Fig. 1: run 1, clock wires, drivers and flops
Scale: 1.5 px per um.
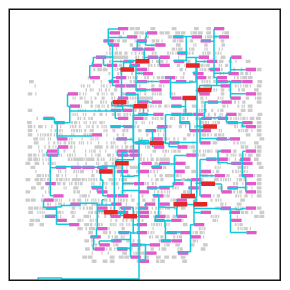
Fig. 2: run 1, selected gate families
Scale: 1.5 px per um.
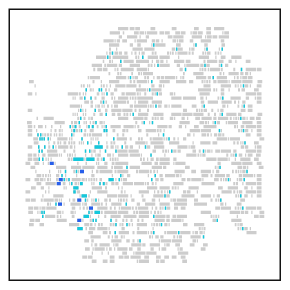
Fig. 3: run 1, routing congestion map
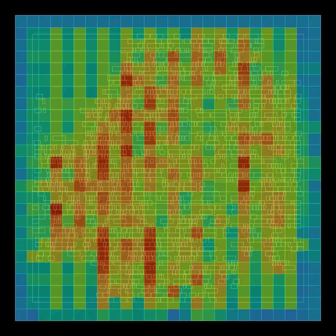
File: src/rtl/fetch_stage.sv
// Instruction fetch stage: pc sequencing against a synchronous ROM,
// a one-entry skid buffer for decode back-pressure, and redirect flush.
module fetch_stage #(
    parameter int ADDR_W = 12
) (
    input  logic              clock,
    input  logic              reset,
    input  logic              stall,
    input  logic              redirect,
    input  logic [31:0]       redirect_pc,
    input  logic [31:0]       imem_q,
    output logic [ADDR_W-1:0] imem_addr,
    output logic [31:0]       instr_out,
    output logic [31:0]       pc_out,
    output logic              valid_out
);

    logic [31:0] pc_q, pc_d;
    logic        req_valid_q, req_valid_d;
    logic [31:0] req_pc_q, req_pc_d;
    logic        skid_valid_q, skid_valid_d;
    logic [31:0] skid_instr_q, skid_instr_d;
    logic [31:0] skid_pc_q, skid_pc_d;
    logic [31:0] instr_q, instr_d;
    logic [31:0] opc_q, opc_d;
    logic        valid_q, valid_d;
    logic        issue;

    assign imem_addr = pc_q[ADDR_W-1:0];
    assign instr_out = instr_q;
    assign pc_out    = opc_q;
    assign valid_out = valid_q;

    // A new fetch is only launched when its data has somewhere to land:
    // decode is taking words, or both the request slot and skid are empty.
    assign issue = !redirect
                 && (!stall || (!skid_valid_q && !req_valid_q));

    // Next-state: issue, output load / hold, skid capture, redirect flush.
    always_comb begin
        pc_d         = pc_q;
        req_valid_d  = req_valid_q;
        req_pc_d     = req_pc_q;
        skid_valid_d = skid_valid_q;
        skid_instr_d = skid_instr_q;
        skid_pc_d    = skid_pc_q;
        instr_d      = instr_q;
        opc_d        = opc_q;
        valid_d      = valid_q;

        if (redirect) begin
            pc_d         = redirect_pc;
            req_valid_d  = 1'b0;
            skid_valid_d = 1'b0;
            valid_d      = 1'b0;
        end else begin
            if (issue) begin
                req_pc_d    = pc_q;
                req_valid_d = 1'b1;
                pc_d        = pc_q + 32'd1;
            end else begin
                req_valid_d = 1'b0;
            end

            if (!stall) begin
                skid_valid_d = 1'b0;
                if (skid_valid_q) begin
                    instr_d = skid_instr_q;
                    opc_d   = skid_pc_q;
                    valid_d = 1'b1;
                end else if (req_valid_q) begin
                    instr_d = imem_q;
                    opc_d   = req_pc_q;
                    valid_d = 1'b1;
                end else begin
                    valid_d = 1'b0;
                end
            end else if (req_valid_q) begin
                skid_instr_d = imem_q;
                skid_pc_d    = req_pc_q;
                skid_valid_d = 1'b1;
            end
        end
    end

    // State registers with synchronous reset that drops everything in flight.
    always_ff @(posedge clock) begin
        if (reset) begin
            pc_q         <= '0;
            req_valid_q  <= 1'b0;
            req_pc_q     <= '0;
            skid_valid_q <= 1'b0;
            skid_instr_q <= '0;
            skid_pc_q    <= '0;
            instr_q      <= '0;
            opc_q        <= '0;
            valid_q      <= 1'b0;
        end else begin
            pc_q         <= pc_d;
            req_valid_q  <= req_valid_d;
            req_pc_q     <= req_pc_d;
            skid_valid_q <= skid_valid_d;
            skid_instr_q <= skid_instr_d;
            skid_pc_q    <= skid_pc_d;
            instr_q      <= instr_d;
            opc_q        <= opc_d;
            valid_q      <= valid_d;
        end
    end

endmodule
File: config.mk
export PLATFORM = sky130hd
export DESIGN_NAME = fetch_stage
export DESIGN_NICKNAME = d
export VERILOG_FILES = /design/src/rtl/fetch_stage.sv
export SDC_FILE = /design/constraint.sdc
export NUM_CORES = 1
export LEC_CHECK = 0
export ABC_AREA = 1
export CORE_MARGIN = 10
export CORE_UTILIZATION = 35
export CTS_CLUSTER_SIZE = 20
export DETAILED_ROUTE_END_ITERATION = 10
export PLACE_DENSITY_LB_ADDON = 0.25
export SLEW_MARGIN = 20
export SYNTH_ARGS = -nofsm -noshare
export SYNTH_HDL_FRONTEND = slang
export SYNTH_SLANG_ARGS = --single-unit
File: constraint.sdc
create_clock -name clock -period 2.8 [get_ports clock]
set_clock_uncertainty 0.05 [all_clocks]
set_input_delay 0.42 -clock clock [delete_from_list [all_inputs] [get_ports clock]]
set_output_delay 0.42 -clock clock [all_outputs]
set_load 0.02 [all_outputs]
==> flow_summary.html, run 1 <==
<h2>Synthesis and place &amp; route</h2>
<table>
<tr><th>Metric</th><th>Value</th></tr>
<tr><th colspan="2">Die</th></tr>
<tr><td>Floorplan die width</td><td>between 150 and 200 um</td></tr>
<tr><td>Inserted tap cell count</td><td>between 300 and 400</td></tr>
<tr><th colspan="2">Layout</th></tr>
<tr><td>Logic inverters</td><td>185</td></tr>
<tr><td>Nonclk buf count</td><td>163</td></tr>
<tr><td>Total number of multi-input combinational cells</td><td>740</td></tr>
<tr><td># clk buffers</td><td>20</td></tr>
<tr><td>Layout non-clock buf frac</td><td>between 10% and 20%</td></tr>
<tr><td>Flip-flop and latch count</td><td>195</td></tr>
<tr><td>Final non-filler cell area</td><td>0.0112 mm2</td></tr>
<tr><th colspan="2">Global routing</th></tr>
<tr><td>Sum of overflow across all layers after global routing</td><td>0</td></tr>
<tr><td>Met3 routing resource usage after global routing</td><td>2.91%</td></tr>
<tr><th colspan="2">Setup path</th></tr>
<tr><td>Delay of the slowest cell on the worst path</td><td>0.69 ns</td></tr>
<tr><td>End of the critical path</td><td>imem_addr[10]</td></tr>
<tr><td>Data required, critical path</td><td>2.33 ns</td></tr>
<tr><td>Number of cell instances on the worst register-to-register path</td><td>10</td></tr>
<tr><th colspan="2">Pwr</th></tr>
<tr><td>VDD IR-drop max</td><td>0.389 mV</td></tr>
<tr><td>Cell-internal power</td><td>4.58 mW</td></tr>
<tr><td>Power of the combinational group</td><td>0.741 mW</td></tr>
<tr><td>Sequential group share of total power</td><td>47.9%</td></tr>
<tr><td>Switching power of the nets</td><td>1.65 mW</td></tr>
<tr><th colspan="2">Outcome</th></tr>
<tr><td>Status</td><td>complete, no violations</td></tr>
<tr><th colspan="2">Final timing</th></tr>
<tr><td>Max Clock Freq</td><td>between 400 and 500 MHz</td></tr>
<tr><td>Final hold viol count</td><td>0</td></tr>
<tr><td>Tmin final</td><td>2.12 ns</td></tr>
<tr><th colspan="2">Yosys</th></tr>
<tr><td>Per-instance average area after synthesis</td><td>7.36 um2</td></tr>
<tr><td>Area fraction in mux cells</td><td>0.112%</td></tr>
<tr><td>Fraction of synthesized cell area taken by the top area cell type</td><td>a little over two fifths</td></tr>
<tr><td>Post-synthesis share of cell area spent on xor and xnor gates</td><td>0.785%</td></tr>
<tr><td>Leading register cell type out of synthesis</td><td>sky130_fd_sc_hd__dfxtp_1</td></tr>
<tr><td>Number of distinct library cells after synthesis</td><td>37</td></tr>
<tr><td>Post-Synthesis Cells</td><td>1213</td></tr>
<tr><td>Post-synth regs</td><td>between 150 and 200</td></tr>
<tr><th colspan="2">Route</th></tr>
<tr><td>Highest metal used</td><td>met4</td></tr>
<tr><td>Remaining number of nets flagged by the antenna check after routing</td><td>0</td></tr>
<tr><td>DRC violations left</td><td>0</td></tr>
<tr><td>Total length of routed met3 wires</td><td>1350 um</td></tr>
<tr><td>DR iter-0 viols</td><td>between 700 and 800</td></tr>
<tr><th colspan="2">Clocking</th></tr>
<tr><td>Num CTS Buffers</td><td>17</td></tr>
<tr><td>Number of clock sinks seen by CTS</td><td>195</td></tr>
<tr><td>Number of buffers inserted by hold repair at cts</td><td>0</td></tr>
<tr><td>Clock H-tree levels</td><td>4</td></tr>
<tr><th colspan="2">Run</th></tr>
<tr><td>OpenROAD warning count</td><td>30</td></tr>
<tr><th colspan="2">Placement</th></tr>
<tr><td>Number of buffers added on ports</td><td>144</td></tr>
</table>
About Fig. 1:
cyan -> clock wires  # length 2450 um
red -> cells driving clock nets  # count 17
magenta -> flip-flops  # count 195
routed clock nets = 18
fraction of power consumed by the clock network: 40.2%
Clk power: 2.51 mW
source-to-sink clock delay at the later pin of the worst-skew pair: 0.43 ns

About Fig. 2:
blue -> XOR/XNOR gates  # cells 8
cyan -> NOR gates  # cells 142
multi-input gate share of the layout cell area: 35.1%
most frequent standard cell in the layout excluding fill and tap cells: sky130_fd_sc_hd__dfxtp_1
final standard cell count with taps included and fillers excluded: 1645

About Fig. 3:
met2 demand-to-capacity share in global routing: 22.7%
final standard cell utilization of the core: 44.4%
mean routed wirelength per cell: 15.3 um
routing layer with the top usage in global route: met2
Global Route met1 Usage: 22.1%

==> inputs of run 2 (changes only) <==
==> constraint.sdc (replaced) <==
create_clock -name clock -period 1.9 [get_ports clock]
set_clock_uncertainty 0.05 [all_clocks]
set_input_delay 0.285 -clock clock [delete_from_list [all_inputs] [get_ports clock]]
set_output_delay 0.285 -clock clock [all_outputs]
set_load 0.02 [all_outputs]
Fig. 4: run 2, the metal 1 layer
Scale: 1.5 px per um.
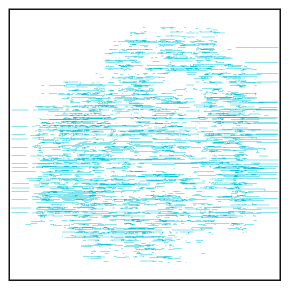
longest straight run = 40.0 um
wire length on this layer = 12700 um
share of all routed wire = 50%
main direction = horizontal
nets with wire on the layer = 1316
overall routed net length: 25300 um
Global Route met1 Usage: 20.9%
DR vias: 8192

Fig. 5: run 2, clock wires, drivers and flops
Scale: 1.5 px per um.
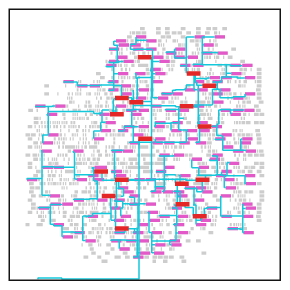
cyan -> clock wires  # length 2370 um
magenta -> flip-flops  # count 195
red -> cells driving clock nets  # count 17
routed clock nets = 18
source-to-sink clock delay at the later pin of the worst-skew pair: 0.44 ns
Clk power: 3.54 mW
fraction of power consumed by the clock network: 38.8%

Fig. 6: run 2, layout detail
Window x 122 to 147, y 122 to 147 um. Cells in grey, sequential cells in the stronger grey; small squares are vias.
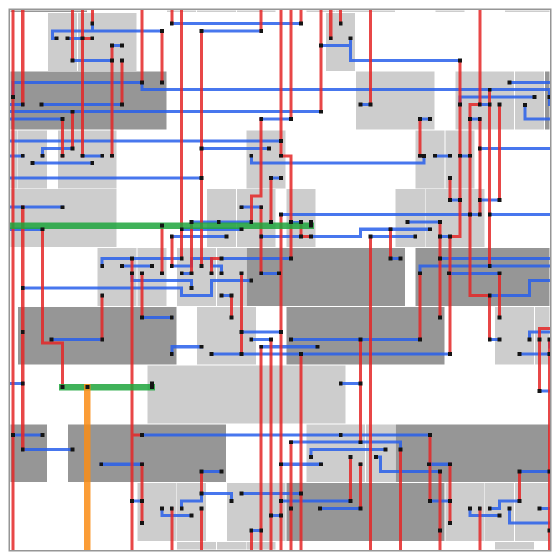
orange -> met4
red -> met2
blue -> met1
green -> met3
sequential cells in the window = 8
netlist names of flops here include = `skid_instr_q` (5), `instr_out` (3)
most frequent = a211oi_1 (8), dfxtp_1 (8), inv_1 (6)
cells with their middle in the window = 41

==> run 2 against run 1 <==
Routed wire length grew 0.11%. Final area grew 3.4%. Critical path depth is the same. Global-route usage shrank 0.17 points. Area after synthesis is the same. Clock power grew 41%. Largest power group unchanged. Highest routed layer unchanged.
==> flow_summary.html, run 2 <==
<h2>Synthesis and place &amp; route</h2>
<table>
<tr><th>Metric</th><th>Value</th></tr>
<tr><th colspan="2">Clocking</th></tr>
<tr><td>Worst-case clock buffer depth</td><td>2</td></tr>
<tr><td>Num CTS Buffers</td><td>17 (unchanged)</td></tr>
<tr><td>Number of clock sinks seen by CTS</td><td>195 (unchanged)</td></tr>
<tr><td>Clock H-tree levels</td><td>4 (unchanged)</td></tr>
<tr><td>Number of buffers inserted by hold repair at cts</td><td>0 (unchanged)</td></tr>
<tr><th colspan="2">Global routing</th></tr>
<tr><td>Met2 demand-to-capacity share in global routing</td><td>23.1% (+0.39 points)</td></tr>
<tr><td>Sum of overflow across all layers after global routing</td><td>0 (unchanged)</td></tr>
<tr><td>Routing layer with the top usage in global route</td><td>met2</td></tr>
<tr><td>Met3 routing resource usage after global routing</td><td>3.43% (+0.52 points)</td></tr>
<tr><td>Antenna violations before repair</td><td>0</td></tr>
<tr><th colspan="2">Final timing</th></tr>
<tr><td>Final Max-Slew Violation Tally</td><td>0</td></tr>
<tr><td>Final hold viol count</td><td>0 (unchanged)</td></tr>
<tr><td>Max Clock Freq</td><td>546 MHz</td></tr>
<tr><td>Number of endpoints failing setup at the final stage</td><td>0</td></tr>
<tr><td>Tmin final</td><td>1.83 ns</td></tr>
<tr><td>Rel. slew slack</td><td>63.6%</td></tr>
<tr><th colspan="2">Yosys</th></tr>
<tr><td>AND-OR/OR-AND share of the synthesized area</td><td>between 20% and 30%</td></tr>
<tr><td>Post-synth regs</td><td>195 (unchanged)</td></tr>
<tr><td>Post-Synthesis Cells</td><td>1213 (unchanged)</td></tr>
<tr><td>Leading register cell type out of synthesis</td><td>sky130_fd_sc_hd__dfxtp_1</td></tr>
<tr><td>Area fraction in mux cells</td><td>0.112% (unchanged)</td></tr>
<tr><td>Number of synthesized flops with an enable pin</td><td>0</td></tr>
<tr><td>Area share of fa/ha/maj cells after synthesis</td><td>0.140%</td></tr>
<tr><td>Per-instance average area after synthesis</td><td>7.36 um2 (unchanged)</td></tr>
<tr><td>Fraction of synthesized cell area taken by the top area cell type</td><td>43.7% (unchanged)</td></tr>
<tr><td>Post-synthesis share of cell area spent on xor and xnor gates</td><td>0.785% (unchanged)</td></tr>
<tr><td>Number of distinct library cells after synthesis</td><td>37 (unchanged)</td></tr>
<tr><th colspan="2">Pwr</th></tr>
<tr><td>Dominant power group</td><td>sequential cells</td></tr>
<tr><td>Power of the combinational group</td><td>1.19 mW (+61%)</td></tr>
<tr><td>Switching power as a share of total power</td><td>26.7%</td></tr>
<tr><td>Switching power of the nets</td><td>2.44 mW (+48%)</td></tr>
<tr><td>Cell-internal power</td><td>6.68 mW (+46%)</td></tr>
<tr><td>Leakage component of the power</td><td>about 4.5 nW</td></tr>
<tr><td>VDD IR-drop max</td><td>0.520 mV (+34%)</td></tr>
<tr><td>Sequential group share of total power</td><td>48.1% (+0.2 points)</td></tr>
<tr><th colspan="2">Hold path</th></tr>
<tr><td>Min-delay worst type</td><td>primary input to flop</td></tr>
<tr><th colspan="2">Layout</th></tr>
<tr><td># clk buffers</td><td>19 (-5.0%)</td></tr>
<tr><td>Total number of multi-input combinational cells</td><td>740 (unchanged)</td></tr>
<tr><td>Final non-filler cell area</td><td>0.0116 mm2 (+3.4%)</td></tr>
<tr><td>Logic inverters</td><td>185 (unchanged)</td></tr>
<tr><td>Final standard cell utilization of the core</td><td>45.9% (+1.5 points)</td></tr>
<tr><td>Layout non-clock buf frac</td><td>17.7% (+3.0 points)</td></tr>
<tr><td>Final standard cell count with taps included and fillers excluded</td><td>1684 (+2.4%)</td></tr>
<tr><td>Most frequent standard cell in the layout excluding fill and tap cells</td><td>sky130_fd_sc_hd__dfxtp_1</td></tr>
<tr><td>Flip-flop and latch count</td><td>195 (unchanged)</td></tr>
<tr><td>Area Growth Syn to Fin</td><td>29.4%</td></tr>
<tr><td>Nonclk buf count</td><td>202 (+24%)</td></tr>
<tr><td>Fillers</td><td>2514</td></tr>
<tr><td>Multi-input gate share of the layout cell area</td><td>33.9% (-1.2 points)</td></tr>
<tr><th colspan="2">Setup path</th></tr>
<tr><td>Data required, critical path</td><td>1.56 ns (-0.77 ns)</td></tr>
<tr><td>Crit path DAT</td><td>approximately 1.5 ns</td></tr>
<tr><td>Maximum net fanout on the critical path</td><td>7</td></tr>
<tr><td>Number of cell instances on the worst register-to-register path</td><td>10 (unchanged)</td></tr>
<tr><td>End of the critical path</td><td>imem_addr[10]</td></tr>
<tr><td>Delay of the slowest cell on the worst path</td><td>0.64 ns (-0.05 ns)</td></tr>
<tr><td>Slowest cell on crit path</td><td>sky130_fd_sc_hd__clkdlybuf4s50_1</td></tr>
<tr><th colspan="2">Route</th></tr>
<tr><td>Mean routed wirelength per cell</td><td>15.0 um (-2.2%)</td></tr>
<tr><td>Highest metal used</td><td>met4</td></tr>
<tr><td>Total length of routed met3 wires</td><td>1200 um (-11%)</td></tr>
<tr><td>DR iter-0 viols</td><td>731 (-4.7%)</td></tr>
<tr><td>Remaining number of nets flagged by the antenna check after routing</td><td>0 (unchanged)</td></tr>
<tr><td>DRC violations left</td><td>0 (unchanged)</td></tr>
<tr><th colspan="2">Outcome</th></tr>
<tr><td>Status</td><td>complete, no violations</td></tr>
<tr><th colspan="2">Run</th></tr>
<tr><td>OpenROAD warning count</td><td>28 (-6.7%)</td></tr>
<tr><th colspan="2">Die</th></tr>
<tr><td>Inserted tap cell count</td><td>330 (unchanged)</td></tr>
<tr><td>Floorplan die width</td><td>180 um (unchanged)</td></tr>
<tr><th colspan="2">Placement</th></tr>
<tr><td>Number of buffers added on ports</td><td>144 (unchanged)</td></tr>
<tr><td>Setup slack at placement</td><td>-0.0999 ns</td></tr>
<tr><td>Standard cell area after detailed placement</td><td>0.0110 mm2</td></tr>
</table>
==> inputs of run 3 (changes only) <==
--- a/config.mk
+++ b/config.mk
@@ -7,7 +7,7 @@
 export LEC_CHECK = 0
 export ABC_AREA = 1
 export CORE_MARGIN = 10
-export CORE_UTILIZATION = 35
+export CORE_UTILIZATION = 25
 export CTS_CLUSTER_SIZE = 20
 export DETAILED_ROUTE_END_ITERATION = 10
 export PLACE_DENSITY_LB_ADDON = 0.25
Fig. 7: run 3, layout detail
Window x 144 to 169, y 144 to 169 um. Cells in grey, sequential cells in the stronger grey; small squares are vias.
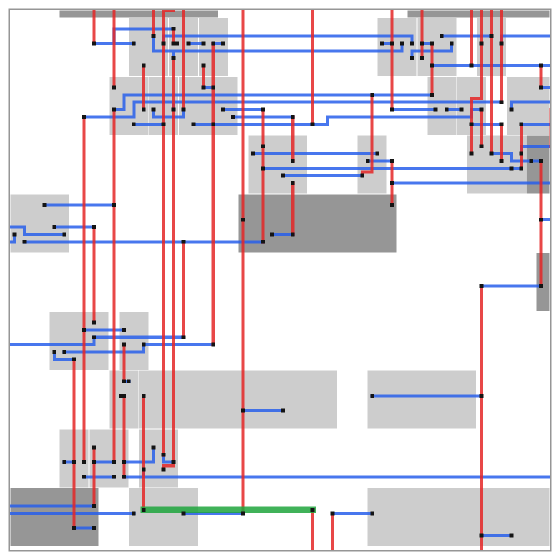
red -> met2
green -> met3
blue -> met1
netlist names of flops here include = `instr_out` (1), `skid_instr_q` (1)
sequential cells in the window = 2
most frequent = a211oi_1 (6), inv_1 (4)
cells with their middle in the window = 28

Fig. 8: run 3, clock wires, drivers and flops
Scale: 1.5 px per um.
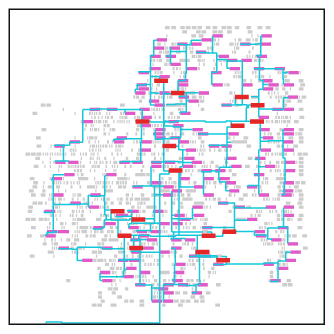
cyan -> clock wires  # length 2640 um
red -> cells driving clock nets  # count 17
magenta -> flip-flops  # count 195
routed clock nets = 18
fraction of power consumed by the clock network: 40.6%
Clk power: 3.83 mW

Fig. 9: run 3, routing congestion map
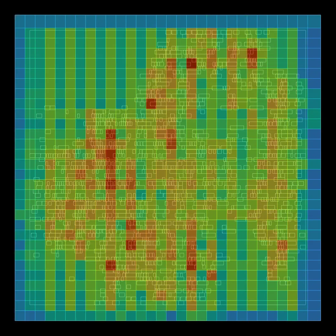
met3 routing resource usage after global routing: 2.92%
overall track demand over capacity in global routing: 12.2%
met2 demand-to-capacity share in global routing: 18.9%
mean routed wirelength per cell: 15.0 um

==> run 3 against run 2 <==
Final cell count increased by 8.3%. Global-route usage decreased by 2.9 points. Non-clock buffer count increased by 9. Largest cell class unchanged. Register-to-register slack about the same. Sequential share of layout area decreased by 0.82 points. Sequential power about the same. Sequential cell count unchanged. Die area increased by 35%. Critical path depth unchanged. Maximum frequency decreased by 1.1%. Clock power increased by 8.2%.
==> flow_summary.html, run 3 <==
<h2>Synthesis and place &amp; route</h2>
<table>
<tr><th>Metric</th><th>Value</th></tr>
<tr><th colspan="2">Setup path</th></tr>
<tr><td>Data required, critical path</td><td>1.56 ns (about the same)</td></tr>
<tr><td>Delay of the slowest cell on the worst path</td><td>0.64 ns (about the same)</td></tr>
<tr><td>Maximum net fanout on the critical path</td><td>6 (-1)</td></tr>
<tr><td>Number of cell instances on the worst register-to-register path</td><td>10 (unchanged)</td></tr>
<tr><td>Slowest cell on crit path</td><td>sky130_fd_sc_hd__clkdlybuf4s50_1</td></tr>
<tr><td>End of the critical path</td><td>imem_addr[7]</td></tr>
<tr><td>Crit path DAT</td><td>1.52 ns (+0.02 ns)</td></tr>
<tr><th colspan="2">Clocking</th></tr>
<tr><td>Clock H-tree levels</td><td>4 (unchanged)</td></tr>
<tr><td>Source-to-sink clock delay at the later pin of the worst-skew pair</td><td>0.44 ns (about the same)</td></tr>
<tr><td>Clock transition at the registers of the reported paths</td><td>0.08 ns</td></tr>
<tr><td>Num CTS Buffers</td><td>17 (unchanged)</td></tr>
<tr><td>Post-cts resize count</td><td>11</td></tr>
<tr><td>Number of setup buffers added after CTS</td><td>0</td></tr>
<tr><td>Number of clock sinks seen by CTS</td><td>195 (unchanged)</td></tr>
<tr><td>Number of buffers inserted by hold repair at cts</td><td>0 (unchanged)</td></tr>
<tr><td>CTS tree</td><td>done</td></tr>
<tr><td>Worst-case clock buffer depth</td><td>2 (unchanged)</td></tr>
<tr><th colspan="2">Placement</th></tr>
<tr><td>Standard cell area after detailed placement</td><td>0.0112 mm2 (+2.3%)</td></tr>
<tr><td>Placed cell count</td><td>~1.8k</td></tr>
<tr><td>Setup slack at placement</td><td>-0.142 ns (-0.0420 ns)</td></tr>
<tr><td>Number of buffers added on ports</td><td>144 (unchanged)</td></tr>
<tr><th colspan="2">Run</th></tr>
<tr><td># Max-Cap Violations</td><td>0</td></tr>
<tr><td>OpenROAD warning count</td><td>28 (unchanged)</td></tr>
<tr><th colspan="2">Yosys</th></tr>
<tr><td>Number of synthesis warnings</td><td>0</td></tr>
<tr><td>Number of distinct library cells after synthesis</td><td>37 (unchanged)</td></tr>
<tr><td>Post-synth regs</td><td>195 (unchanged)</td></tr>
<tr><td>AND-OR/OR-AND share of the synthesized area</td><td>20.6% (unchanged)</td></tr>
<tr><td>Area share of fa/ha/maj cells after synthesis</td><td>0.140% (unchanged)</td></tr>
<tr><td>Post-Synthesis Cells</td><td>1213 (unchanged)</td></tr>
<tr><td>Leading register cell type out of synthesis</td><td>sky130_fd_sc_hd__dfxtp_1</td></tr>
<tr><td>Synth async-reset ratio</td><td>0%</td></tr>
<tr><td>Area fraction in mux cells</td><td>0.112% (unchanged)</td></tr>
<tr><td>Number of synthesized flops with an enable pin</td><td>0 (unchanged)</td></tr>
<tr><td>Proportion of synthesized chip area in sequential cells</td><td>43.7%</td></tr>
<tr><td>Post-synthesis share of cell area spent on xor and xnor gates</td><td>0.785% (unchanged)</td></tr>
<tr><td>Per-instance average area after synthesis</td><td>7.36 um2 (unchanged)</td></tr>
<tr><td>Fraction of synthesized cell area taken by the top area cell type</td><td>43.7% (unchanged)</td></tr>
<tr><td>Netlist area before placement</td><td>0.00893 mm2</td></tr>
<tr><th colspan="2">Layout</th></tr>
<tr><td>Final standard cell count with taps included and fillers excluded</td><td>1823 (+8.3%)</td></tr>
<tr><td># clk buffers</td><td>19 (unchanged)</td></tr>
<tr><td>Nonclk buf count</td><td>211 (+4.5%)</td></tr>
<tr><td>Most frequent standard cell in the layout excluding fill and tap cells</td><td>sky130_fd_sc_hd__dfxtp_1</td></tr>
<tr><td>Multi-input gate share of the layout cell area</td><td>33.1% (-0.82 points)</td></tr>
<tr><td>Logic inverters</td><td>185 (unchanged)</td></tr>
<tr><td>Final standard cell utilization of the core</td><td>33.5% (-12 points)</td></tr>
<tr><td>Final non-filler cell area</td><td>0.0119 mm2 (+2.6%)</td></tr>
<tr><td>Flip-flop and latch count</td><td>195 (unchanged)</td></tr>
<tr><td>Layout non-clock buf frac</td><td>18.0% (+0.29 points)</td></tr>
<tr><td>Area Growth Syn to Fin</td><td>32.8%</td></tr>
<tr><td>Total number of multi-input combinational cells</td><td>740 (unchanged)</td></tr>
<tr><td>Fillers</td><td>3797 (+51%)</td></tr>
<tr><th colspan="2">Pwr</th></tr>
<tr><td>VDD IR-drop max</td><td>0.572 mV (+10%)</td></tr>
<tr><td>Cell-internal power</td><td>6.93 mW (+3.7%)</td></tr>
<tr><td>Dominant power group</td><td>sequential cells</td></tr>
<tr><td>Power of the combinational group</td><td>1.20 mW (about the same)</td></tr>
<tr><td>Switching power of the nets</td><td>2.50 mW (+2.4%)</td></tr>
<tr><td>Sequential group share of total power</td><td>46.6% (-1.5 points)</td></tr>
<tr><td>Leakage component of the power</td><td>4.55 nW (+0.80%)</td></tr>
<tr><td>Part of the total power dissipated in combinational logic</td><td>between 10 and 15%</td></tr>
<tr><td>Switching power as a share of total power</td><td>26.5% (-0.26 points)</td></tr>
<tr><th colspan="2">Global routing</th></tr>
<tr><td>Antenna violations before repair</td><td>0 (unchanged)</td></tr>
<tr><td>Global Route met1 Usage</td><td>16.7% (-4.2 points)</td></tr>
<tr><td>Sum of overflow across all layers after global routing</td><td>0 (unchanged)</td></tr>
<tr><td>Routing layer with the top usage in global route</td><td>met2</td></tr>
<tr><th colspan="2">Final timing</th></tr>
<tr><td>Rel. slew slack</td><td>55.6% (-8.0 points)</td></tr>
<tr><td>Number of endpoints failing setup at the final stage</td><td>0 (unchanged)</td></tr>
<tr><td>Measured slew at the worst slew-check pin</td><td>0.666 ns</td></tr>
<tr><td>Final hold viol count</td><td>0 (unchanged)</td></tr>
<tr><td>Final Max-Slew Violation Tally</td><td>0 (unchanged)</td></tr>
<tr><td>Max Clock Freq</td><td>540 MHz (-1.1%)</td></tr>
<tr><td>Tmin final</td><td>1.85 ns (+0.0209 ns)</td></tr>
<tr><td>Final hold slack</td><td>0.0782 ns</td></tr>
<tr><th colspan="2">Outcome</th></tr>
<tr><td>Status</td><td>complete, no violations</td></tr>
<tr><th colspan="2">Die</th></tr>
<tr><td>Area of the core</td><td>between 0.03 and 0.04 mm2</td></tr>
<tr><td>Floorplan die height</td><td>209 um</td></tr>
<tr><td>Number of primary I/O pins</td><td>145</td></tr>
<tr><td>Chip footprint</td><td>0.0437 mm2</td></tr>
<tr><td>Inserted tap cell count</td><td>461 (+40%)</td></tr>
<tr><td>Standard-cell rows</td><td>between 60 and 70</td></tr>
<tr><td>Floorplan die width</td><td>209 um (+16%)</td></tr>
<tr><th colspan="2">Route</th></tr>
<tr><td>DR iter-0 viols</td><td>405 (-45%)</td></tr>
<tr><td>DRC violations left</td><td>0 (unchanged)</td></tr>
<tr><td>DR vias</td><td>8219 (+0.33%)</td></tr>
<tr><td>Routed met2 length</td><td>12300 um</td></tr>
<tr><td>Highest metal used</td><td>met4</td></tr>
<tr><td>Total length of routed met3 wires</td><td>1330 um (+10%)</td></tr>
<tr><td>Overall routed net length</td><td>27400 um (+8.5%)</td></tr>
<tr><td>Remaining number of nets flagged by the antenna check after routing</td><td>0 (unchanged)</td></tr>
<tr><th colspan="2">Hold path</th></tr>
<tr><td>Min-delay worst type</td><td>primary input to flop</td></tr>
</table>
Power and IR drop assume default switching activity.
